Design alu_arb_sequencer, sky130hd; sources not shown.
### PDN straps and rails

Drawn at 4 px/um. Pins as bars on the die edge.
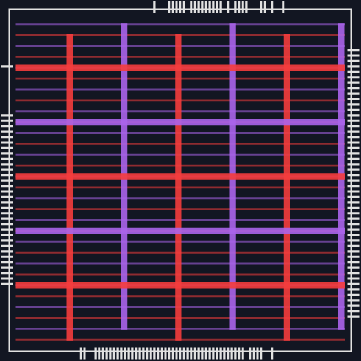
- red: VSS
- purple: VDD
- met4 straps: 6
- rows: 29
- signal pins: 155
- met1 rails: 30
- met5 straps: 5
core area: 6490 um2
worst vdd ir: 288 uV
height of the die: 85.2 um
die x size: 85.2 um

### Local utilization

Drawn at 4 px/um. The die is cut into 9 by 9 equal tiles; black is low, pale yellow is high, 0 to 100% covered.
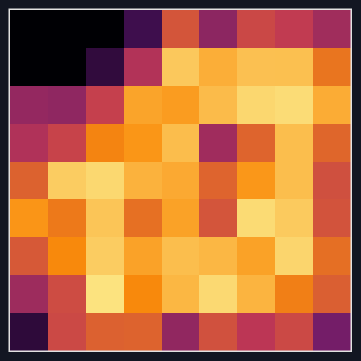
- fullest tile: 94%
- emptiest ninth of the die: upper left
- nearly empty tiles: 6.2%
- mean over tiles: 63%
- tiles over 75% full: 42%
Pre-Place Util: 0.447
utilization after layout: 0.722

==> results.toml <==
# generated from flow reports
[outcome]
status = "finished, final reports clean"

[route]
vias = 2665
drtIter0Drc = 133
drtPass1Iterations = 4
vias_per_cell = 5.27
wl_per_cell_um = 16.7
finalWirelength_um = 8440
drc = 0
detail-route-antenna-nets = 0

[grt]
grt_pass1_vias = 2656
use_met1 = 0.270
gr-usage-met3 = 0.0710
antenna_found_initial = 0
grt_max_degree = 76
busiest_layer = "met2"
grtUsageMet2 = 0.422
grt_util_all_layers = 0.244
overflow = 0
grt_pass1_wl_um = 13200

[yosys]
yosysChipArea_um2 = 2900
edf_count = 0
synth.avg_cell_area_um2 = 10.7
top_area_cell = "dfrtp_1"
syn-cell-area_um2 = 2900
ys_ff = 62
yosysTopAreaCellShare = 0.526
yosysUniqueCellTypes = 38
seq_area_frac_synth = 0.535
yosys-top-cells-count = "61 x dfrtp_1, 42 x nand2_1, 42 x o21ai_0"
ff_type = "dfrtp_1"
syn_nets = 373
async_flop_share = 1.00
topCellsByArea = "dfrtp_1 53%, mux2i_1 13%, o21ai_0 7.2%, a22o_1 5.7%, nand2_1 5.4%"
synthCells = 272
ys_cells = 272
most_common_cell = "dfrtp_1"
ys_warn_count = 0

[setup_path]
timing.critical_path.mode_cell = "clkdlybuf4s50_1"
path_cells = "clkdlybuf4s50_1 > a21boi_4 > and3_1 > clkdlybuf4s50_1"
crit_required_ns = 3.92
slowest_stage = "clkdlybuf4s50_1"
critPathArrivalTime_ns = 2.86
path_delay_family = "buffers and inverters"
critPathCaptureType = "output port"
cp.depth = 4
crit_path_start_kind = "input pin"
cp_max_fo = 11
reg2reg_depth = 6
critPathBufInv = 2
cpPeakStageDelay_ns = 0.60
critical_path_class = "input pin to output port"
rrSetupSlack_ns = 2.14

[timing]
setup-violations-final = 0
worst_slack_ns = 1.06
slew_headroom = 0.510
holdWs_ns = 0.467
hold_viol_final = 0
fmax_mhz = 261
tightestPinTransition_ns = 0.735
tns_ns = 0
skew_ns = 0.00877
fin_crit_ns = 3.84
drv_slew = 0
rsz0062_at_grt = "no"
fin_crit_sh = 0.783

[clock_tree]
cts_tree = "yes"
clk_pin_slew_ns = 0.06
cts_made_buffers = 9
cts_sinks = 62
hold_buffers = 0
ctsHtreeMaxLevel = 3
cts_buffer_depth = 2
post_cts_buffers = 0
post_cts_resized = 0
insertion_delay_ns = 0.34
cts_root_buf = "clkbuf_8"

[placed_design]
dpl.hpwl_um = 6360
dp.cells = 490
io_buffers = 154
place_ws_ns = 0.887

[layout]
drive_gt1_frac = 0.0606
layoutNonFillerInstCount = 506
area_delta_synth_final_pct = 61.4
insertedDiodeCount = 0
nets = 525

[floorplanning]
placement_rows = 29
io_pins = 155
die-area_um2 = 7250

[power]
p_leak_nw = 2.04
p_per_area_nw_per_um2 = 595

[run]
warnings = 30
maxCapViolations = 0

[min_path]
hold_class = "input pin to asynchronous set/reset pin"
[report_power, final]
group	switching [W]	internal [W]	total, W
clock network	0.000205	0.000231	0.000436
logic	0.000767	0.000679	0.00145
registers	0.000148	0.000760	0.000908
total	0.00112	0.00167	0.00279
[layer usage]
metal | vias up | share of wire
li1 | 1281 | -
met5 | - | 0
met4 | 0 | 0.030
met2 | 122 | 0.49
met1 | 1244 | 0.40
met3 | 18 | 0.079
[cell families after synthesis]
family / share of synthesized area
fa+ha+maj: 0.0259
simple gates: 0.107
flops: 0.535
compound gates: 0.167
xor+xnor: 0.00302
mux: 0.131
buf+inv: 0.0310
[layout by cell type (no fill, tap or decap), types with 2 or more instances in the layout]
master and instances:
a21oi_1 2, a22o_1 19, buf_4 3, clkbuf_8 9, clkdlybuf4s50_1 153, clkinv_2 4
clkinvlp_4 2, dfrtp_1 61, ha_1 6, inv_1 5, mux2i_1 37, nand2_1 42
nor2_1 12, nor4_1 5, o21ai_0 41, or4_1 2
[through the flow]
step / cell area [um2] / power (W)
after floorplan: 2900 / 0.00167
after global placement: 4500 / 0.00231
after CTS: 4690 / 0.00281
final: 4690 / 0.00279
after global routing: 4690 / 0.00296
after detailed placement: 4500 / 0.00236
[cell type report]
| cell class | instances | area [um2] |
|---|---|---|
| Multi-Input combinational cell | 189 | 1270 |
| Inverter | 5 | 18.8 |
| Timing Repair Buffer | 157 | 1560 |
| Tap cell | 77 | 96.3 |
| Sequential cell | 62 | 1550 |
| Clock buffer | 9 | 124 |
| Clock inverter | 7 | 65.1 |
| Fill cell | 465 | 1810 |
No activity file was given, so power comes from the tool's default toggle rates.
